## src/rtl/ram_port_arbiter.sv

```systemverilog
// Two-requester arbiter in front of one single-port RAM.
// Clears the RAM after reset, then serves one round-robin access per cycle.
module ram_port_arbiter #(
  parameter int DATA_WIDTH = 8,
  parameter int ADDR_WIDTH = 6
) (
  input  logic                  clk,
  input  logic                  rst_n,
  input  logic                  req0_valid,
  input  logic                  req0_write,
  input  logic [ADDR_WIDTH-1:0] req0_addr,
  input  logic [DATA_WIDTH-1:0] req0_data,
  output logic                  req0_ready,
  input  logic                  req1_valid,
  input  logic                  req1_write,
  input  logic [ADDR_WIDTH-1:0] req1_addr,
  input  logic [DATA_WIDTH-1:0] req1_data,
  output logic                  req1_ready,
  output logic                  rsp0_valid,
  output logic [DATA_WIDTH-1:0] rsp0_data,
  output logic                  rsp1_valid,
  output logic [DATA_WIDTH-1:0] rsp1_data,
  output logic                  init_done
);

  localparam int DEPTH = 2 ** ADDR_WIDTH;

  typedef enum logic {
    INIT,
    RUN
  } state_t;

  state_t                  state;
  logic [ADDR_WIDTH-1:0]   init_cnt;
  logic                    last_grant;
  logic [DATA_WIDTH-1:0]   mem [DEPTH];

  logic                    grant0;
  logic                    grant1;
  logic                    mem_we;
  logic [ADDR_WIDTH-1:0]   mem_addr;
  logic [DATA_WIDTH-1:0]   mem_wdata;

  // On contention the requester that lost last time wins; a lone requester always wins.
  always_comb begin
    grant0 = 1'b0;
    grant1 = 1'b0;
    if (state == RUN) begin
      if (req0_valid && req1_valid) begin
        grant0 = last_grant;
        grant1 = ~last_grant;
      end else begin
        grant0 = req0_valid;
        grant1 = req1_valid;
      end
    end
  end

  assign req0_ready = grant0;
  assign req1_ready = grant1;

  always_comb begin
    mem_we    = 1'b0;
    mem_addr  = init_cnt;
    mem_wdata = '0;
    if (state == INIT) begin
      mem_we = 1'b1;
    end else if (grant0) begin
      mem_we    = req0_write;
      mem_addr  = req0_addr;
      mem_wdata = req0_data;
    end else if (grant1) begin
      mem_we    = req1_write;
      mem_addr  = req1_addr;
      mem_wdata = req1_data;
    end
  end

  // Storage has no reset; only the INIT sweep clears it.
  always_ff @(posedge clk) begin
    if (mem_we) begin
      mem[mem_addr] <= mem_wdata;
    end
  end

  always_ff @(posedge clk or negedge rst_n) begin
    if (!rst_n) begin
      state      <= INIT;
      init_cnt   <= '0;
      last_grant <= 1'b1;
      init_done  <= 1'b0;
      rsp0_valid <= 1'b0;
      rsp1_valid <= 1'b0;
      rsp0_data  <= '0;
      rsp1_data  <= '0;
    end else begin
      rsp0_valid <= grant0 && !req0_write;
      rsp1_valid <= grant1 && !req1_write;
      if (grant0 && !req0_write) begin
        rsp0_data <= mem[mem_addr];
      end
      if (grant1 && !req1_write) begin
        rsp1_data <= mem[mem_addr];
      end
      case (state)
        INIT: begin
          init_cnt <= init_cnt + 1'b1;
          if (init_cnt == '1) begin
            state     <= RUN;
            init_done <= 1'b1;
          end
        end
        RUN: begin
          if (grant0) begin
            last_grant <= 1'b0;
          end else if (grant1) begin
            last_grant <= 1'b1;
          end
        end
        default: state <= INIT;
      endcase
    end
  end

endmodule

```

## config.mk

```make
export PLATFORM = sky130hd
export DESIGN_NAME = ram_port_arbiter
export DESIGN_NICKNAME = d
export VERILOG_FILES = /design/src/rtl/ram_port_arbiter.sv
export SDC_FILE = /design/constraint.sdc
export NUM_CORES = 1
export LEC_CHECK = 0
export ABC_CLOCK_PERIOD_IN_PS = 8380
export CAP_MARGIN = 0
export CORE_ASPECT_RATIO = 0.7
export CORE_MARGIN = 10
export CORE_UTILIZATION = 43
export DETAILED_ROUTE_END_ITERATION = 7
export SYNTH_ARGS = -nofsm -noshare
export SYNTH_HDL_FRONTEND = slang
export SYNTH_SLANG_ARGS = --single-unit
```

## constraint.sdc

```tcl
create_clock -name clk -period 8.38 [get_ports clk]
set_input_delay 2.095 -clock clk [delete_from_list [all_inputs] [get_ports clk]]
set_output_delay 2.095 -clock clk [all_outputs]
set_load 0.05 [all_outputs]
```

Figure 1. Wiring by layer (run 1).
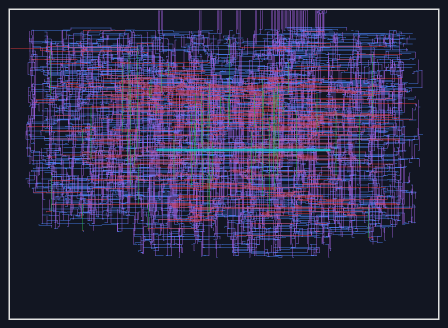
layer	color	wire length
metal 4	green	1620 um
metal 1	blue	27.7 mm
metal 5	cyan	116 um
metal 3	red	9430 um
metal 2	purple	28.2 mm

Figure 2. The clock network (run 1).
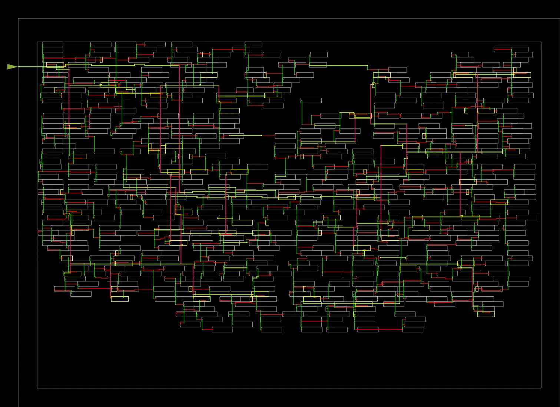
Power Clock: 2.16 mW
Flops: 539
clk_buf instances: 63

Figure 3. I/O pins on the die edge (run 1).
Pins as bars across the die edge, other pins in gray.
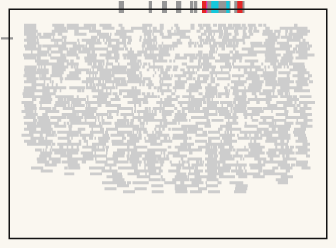
port	color	pins	direction	edge
req1_write	magenta	1	input	top
req1_addr	red	6	input	top
req1_data	cyan	8	input	top
all pins by edge	54 top, 1 left

==> deck_impl_summary.md, run 1 <==
Flow Results at a Glance

Power
  • NetSw: 1.00 mW
  • Pwr Total: 5.10 mW
  • Sw Ratio: 0.197
  • Power Density: 207 nW/um^2
  • Peak VDD IR: 176 uV
  • Flop pwr share: 0.569
  • Sequential cell power: 2.90 mW
  • P_comb: 0.0331 mW

Layout
  • Seq. cell area: 16100 sq um
  • Clock buf/inv share: 0.0609
  • Final Non-Filler Cells: 2182
  • Final Instance Area: 24700 sq um
  • Most used logic cell in the final layout: edfxtp_1
  • Nets: 1516
  • Filler instances: 4215
  • # diodes: 0
  • Signal buffers share of area: 0.0362

Logic synthesis
  • Cells after synthesis: 1423
  • Post-Syn Nets: 1458
  • Simple-gate area share of the yosys netlist: 0.0710
  • YS chip area: 21800 sq um
  • Main area contributors: edfxtp_1, mux2i_1, dfrtp_1, nand2_1, nor2_1
  • Max-area cell share: 0.704
  • Synthesized area: 21800 sq um
  • Yosys cell types: 75
  • Ys cells: 1423
  • Yosys Warn Count: 0
  • Main logic family: AND-OR/OR-AND gates
  • Post-synth top cells: edfxtp_1, nand2_1, nor2_1

Clock tree
  • CTS tree: yes
  • Hold-fix buffers, CTS: 0
  • Root Driver: clkbuf_16
  • Post_cts resized: 0
  • CTS Sinks: 539
  • Late-Pin Clk Latency: 0.59 ns
  • Number of setup buffers added after CTS: 0

Run status
  • Outcome: finished clean

Floorplan
  • Pre-Place Util: 0.439
  • Row count: 68
  • Tap cells: 665

Global route
  • Busiest grt layer: met1
  • Met2 Use GR: 0.304
  • Total Routing Usage GR: 0.219

Critical path
  • CP endpoint kind: primary output
  • Worst Path Required: 6.29 ns
  • Cell mode on critical path: clkdlybuf4s50_1

Timing
  • Setup TNS Final: 0 ns
  • Crit share post-route: 0.800
  • Final hold vios: 0
  • Max-Slew Margin vs Limit: 0.237
  • Final setup violation count: 0
  • Pins Over Slew Limit: 0

Placement
  • Place WS: 1.69 ns
  • Post-DP Area: 23200 sq um

Flow run
  • Log Warnings: 26
  • MaxCap Viol Count: 0

Routing
  • Detailed Route Iter0 Violations: 2079
  • Pre-antenna DRT Iters: 6
  • Remaining antenna violation count: 0
  • Wire per inst: 30.7 um
  • DRC Markers: 0
  • Routed WL: 67.1 mm
  • Via count: 13900

Min path
  • HP Class: register to register
[run 1: sequential cells by signal, indices dropped and copies added, names as in the netlist]
register,cells
rsp1_valid,1
init_cnt,6
last_grant,1
init_done,1
rsp1_data,8
rsp0_valid,1
rsp0_data,8
state,1
mem,512
[run 1: metal layers]
metal / vias to the layer above / part of all wire
met4: 2 / 0.024
li1: 5761 / -
met3: 131 / 0.14
met1: 7069 / 0.41
met2: 977 / 0.42
met5: - / 0.0017
[run 1: final timing paths]
kind                            start         end  slack (ns)  depth (start not counted)
hold / removal              init_done   init_done        0.49                          1
setup reg to reg                state  mem[37][7]        3.74                          7
max in group asynchronous       rst_n  last_grant        6.19                          2
min in group asynchronous       rst_n  rsp1_valid        1.89                          2
setup / recovery           req0_valid  req0_ready        1.68                          4
hold reg to reg             init_done   init_done        0.49                          1
Figure 4. Gate-type map (run 1).
Scale bar: 100 um.
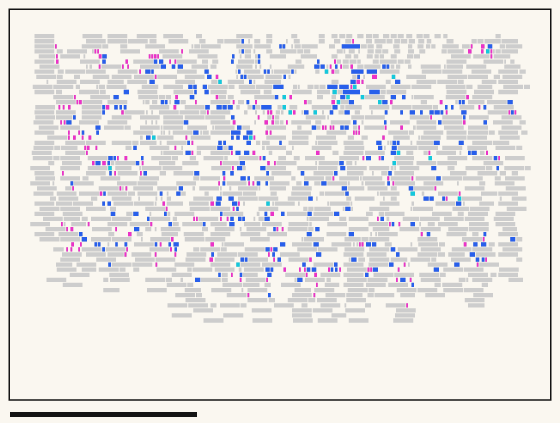

--- run 2 (diff from run 1) ---
--- a/config.mk
+++ b/config.mk
@@ -5,7 +5,7 @@
 export SDC_FILE = /design/constraint.sdc
 export NUM_CORES = 1
 export LEC_CHECK = 0
-export ABC_CLOCK_PERIOD_IN_PS = 8380
+export ABC_CLOCK_PERIOD_IN_PS = 5900
 export CAP_MARGIN = 0
 export CORE_ASPECT_RATIO = 0.7
 export CORE_MARGIN = 10
==> constraint.sdc (replaced) <==
create_clock -name clk -period 5.9 [get_ports clk]
set_input_delay 1.475 -clock clk [delete_from_list [all_inputs] [get_ports clk]]
set_output_delay 1.475 -clock clk [all_outputs]
set_load 0.05 [all_outputs]
Figure 5. Gate-type map (run 2).
Scale bar: 100 um.
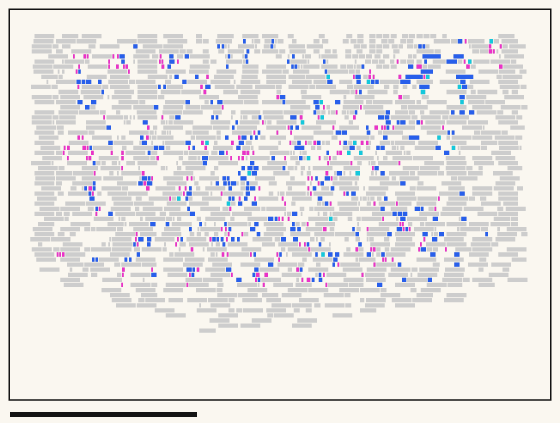
family	color	cells
AND and OR gates	cyan	24
NAND gates	magenta	206
inverting AOI/OAI gates	blue	274

==> run 2 against run 1 <==
Effect of this change:
- global-route usage rose by 0.88 points
- clock power rose by 46%
- final cell count rose by 5.0%
- largest cell class unchanged
- highest routed layer is now met4
==> deck_impl_summary.md, run 2 <==
Flow Results at a Glance

Run status
  • Outcome: finished clean

Placement
  • Place WS: 0.0350 ns
  • Post-DP Area: 24000 sq um

Power
  • P_comb: 0.0475 mW
  • Flop pwr share: 0.563
  • Power Clock: 3.15 mW
  • Pwr Total: 7.32 mW

Layout
  • Final Non-Filler Cells: 2291
  • Filler instances: 4174
  • Final Instance Area: 25600 sq um
  • # diodes: 0
  • Most used logic cell in the final layout: edfxtp_1
  • Nets: 1621
  • Seq. cell area: 16100 sq um

Timing
  • Final hold vios: 0
  • Pins Over Slew Limit: 0
  • Crit share post-route: 0.917
  • Setup TNS Final: 0 ns
  • Max-Slew Margin vs Limit: 0.208
  • Final setup violation count: 0

Routing
  • Remaining antenna violation count: 0
  • Routed WL: 70.4 mm
  • DRC Markers: 0
  • Via count: 14400

Clock tree
  • CTS Sinks: 539
  • CTS tree: yes
  • Root Driver: clkbuf_16
  • Late-Pin Clk Latency: 0.60 ns

Min path
  • Hold Startpoint: init_done
  • Hold Crit Endpoint: init_done

Logic synthesis
  • Post-Syn Nets: 1458
  • Synthesized area: 21800 sq um
  • Max-area cell share: 0.704
  • Ys cells: 1423
  • Yosys Warn Count: 0

Global route
  • Total Routing Usage GR: 0.228

Critical path
  • Worst Path Required: 4.43 ns
  • Reg-to-reg critical path startpoint: state
  • Cell mode on critical path: clkdlybuf4s50_1

Flow run
  • Log Warnings: 26

Floorplan
  • Pre-Place Util: 0.439
## run 2: final cells by class
class	count	share of cell area
clock buffer	64	0.0526
clock inverter	26	0.00847
inverter	2	0.000294
multi-input combinational	793	0.210
sequential	539	0.628
tap	665	0.0326
timing repair buffer	202	0.0679
## run 2: how the worst max path moves through the flow
stage                    start      endpoint  slack [ns]  cells after the start
floorplan           req0_valid    req0_ready        1.69                      3
global placement    req1_valid  rsp1_data[5]        0.08                     10
detailed placement  req1_valid  rsp0_data[5]        0.04                     10
CTS                 req0_valid    req0_ready        0.58                      5
global route        req0_valid    req0_ready        0.41                      5
finish              req0_valid    req0_ready        0.49                      5
## run 2: routing by layer
metal	share of wire	track usage	up-vias
li1	-	-	5965
met1	0.42	0.346	7251
met2	0.41	0.305	1047
met3	0.14	0.0798	121
met4	0.023	0.0523	0
met5	0	0	-
Figure 6. I/O pins on the die edge (run 2).
Pins as bars across the die edge, other pins in gray.
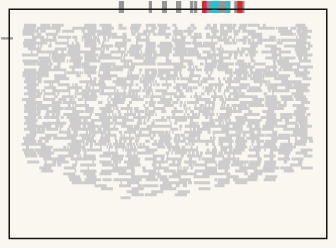

--- run 3 (diff from run 2) ---
--- a/config.mk
+++ b/config.mk
@@ -5,12 +5,12 @@
 export SDC_FILE = /design/constraint.sdc
 export NUM_CORES = 1
 export LEC_CHECK = 0
-export ABC_CLOCK_PERIOD_IN_PS = 5900
 export CAP_MARGIN = 0
 export CORE_ASPECT_RATIO = 0.7
 export CORE_MARGIN = 10
-export CORE_UTILIZATION = 43
+export CORE_UTILIZATION = 55
 export DETAILED_ROUTE_END_ITERATION = 7
+export PLACE_DENSITY = 0.75
 export SYNTH_ARGS = -nofsm -noshare
 export SYNTH_HDL_FRONTEND = slang
 export SYNTH_SLANG_ARGS = --single-unit
Figure 7. I/O pins on the die edge (run 3).
Pins as bars across the die edge, other pins in gray.
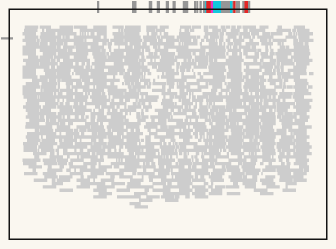
Die Span Y: 187 um
I/O Buffers: 54
chip width: 258 um

==> run 3 against run 2 <==
Effect of this change:
- count of clock-buffer cells in the layout shrank 8
- area after synthesis unchanged
- cell area decreased by 0.59%
- critical path type unchanged
- largest power group unchanged
- die area decreased by 20%
- hold slack worse by 0.016 ns
- sequential share of layout area up 0.37 points
- synthesized cell count did not move
- via count increased by 2.0%
==> deck_impl_summary.md, run 3 <==
Flow Results at a Glance

Run status
  • Outcome: finished clean

Logic synthesis
  • Post-synth ARST share: 0.0501
  • YS chip area: 21800 sq um
  • Max-area cell share: 0.704
  • Mean Syn Cell Area: 15.3 sq um
  • Cells after synthesis: 1423
  • Yosys Warn Count: 0
  • Synthesized area: 21800 sq um
  • Simple-gate area share of the yosys netlist: 0.0710
  • Main logic family: AND-OR/OR-AND gates

Floorplan
  • Pre-Place Util: 0.562
  • Tap cells: 527
  • Row count: 60

Global route
  • GR Layer Usage met3: 0.110
  • Met2 Use GR: 0.390
  • GR Layer Usage met1: 0.379
  • Total Routing Usage GR: 0.274
  • Busiest grt layer: met2

Routing
  • Pre-antenna DRT Iters: 6
  • Met2 WL: 28.5 mm
  • WL met3: 11.8 mm
  • Detailed Route Iter0 Violations: 2520
  • DRC Markers: 0
  • Wire per inst: 31.2 um
  • Metal-1 WL: 24.7 mm
  • Via count: 14700
  • Routed WL: 67.4 mm
  • Max Used Layer: met5
  • Remaining antenna violation count: 0

Layout
  • Largest register FFs: 512
  • Plain + repair buffers: 210
  • Top reg by flops: mem
  • Clock buf/inv share: 0.0613
  • Biggest regs: mem: 512 flops, rsp0_data: 8 flops, rsp1_data: 8 flops
  • Most used logic cell in the final layout: edfxtp_1
  • Final Instance Area: 25400 sq um
  • Most common logic cells in the final layout: edfxtp_1, buf_4, nand2_1
  • Final Non-Filler Cells: 2159
  • MI comb cells: 793
  • Seq area share: 0.632
  • Inverters: 2
  • Comb/total area: 0.211
  • Flops: 539
  • Seq. cell area: 16100 sq um
  • Clk_buf instances: 56
  • Nets: 1628

Critical path
  • CP endpoint kind: primary output
  • Critical path origin: req1_valid
  • Reg-to-reg critical path startpoint: state
  • Worst Path Required: 4.43 ns
  • Cell mode on critical path: clkdlybuf4s50_1

Clock tree
  • CTS Sinks: 539
  • CTS tree: yes
  • Hold-fix buffers, CTS: 0
  • Root Driver: clkbuf_16
  • Number of setup buffers added after CTS: 0

Min path
  • HP Class: register to register
  • Hold Startpoint: init_done

Timing
  • Max-Slew Margin vs Limit: 0.186
  • Final setup violation count: 0
  • Pins Over Slew Limit: 0
  • Final hold vios: 0
  • Setup TNS Final: 0 ns

Power
  • Power Clock: 3.16 mW
  • Flop pwr share: 0.562
  • Power Density: 288 nW/um^2
  • Top power consumer group: sequential cells
  • Sequential cell power: 4.12 mW
  • P_comb: 0.0497 mW
  • Peak VDD IR: 242 uV

Placement
  • HPWL after DPL: 43.6 mm
  • Post-DP Area: 23900 sq um
  • Place WS: 0.554 ns

Flow run
  • MaxCap Viol Count: 0
  • Log Warnings: 26
## run 3: critical path, delay by kind of cell
family | cells | cell delay [ns]
AOI/OAI and AO/OA | 1 | 0.37
buffers and inverters | 3 | 1.71
and+or+nand+nor | 1 | 0.24
## run 3: path summary, 6_finish.rpt
| check | to | slack (ns) | cells past startpoint |
|---|---|---|---|
| worst max-delay path | req1_ready | 0.62 | 5 |
| worst min-delay path | init_done | 0.48 | 1 |
| worst max register to register | rsp0_data[2] | 1.48 | 12 |
| worst min register to register | init_done | 0.48 | 1 |
| max in group asynchronous | last_grant | 4.27 | 2 |
| min in group asynchronous | rsp1_data[5] | 1.30 | 2 |
Power is estimated from default activity; no workload was simulated.
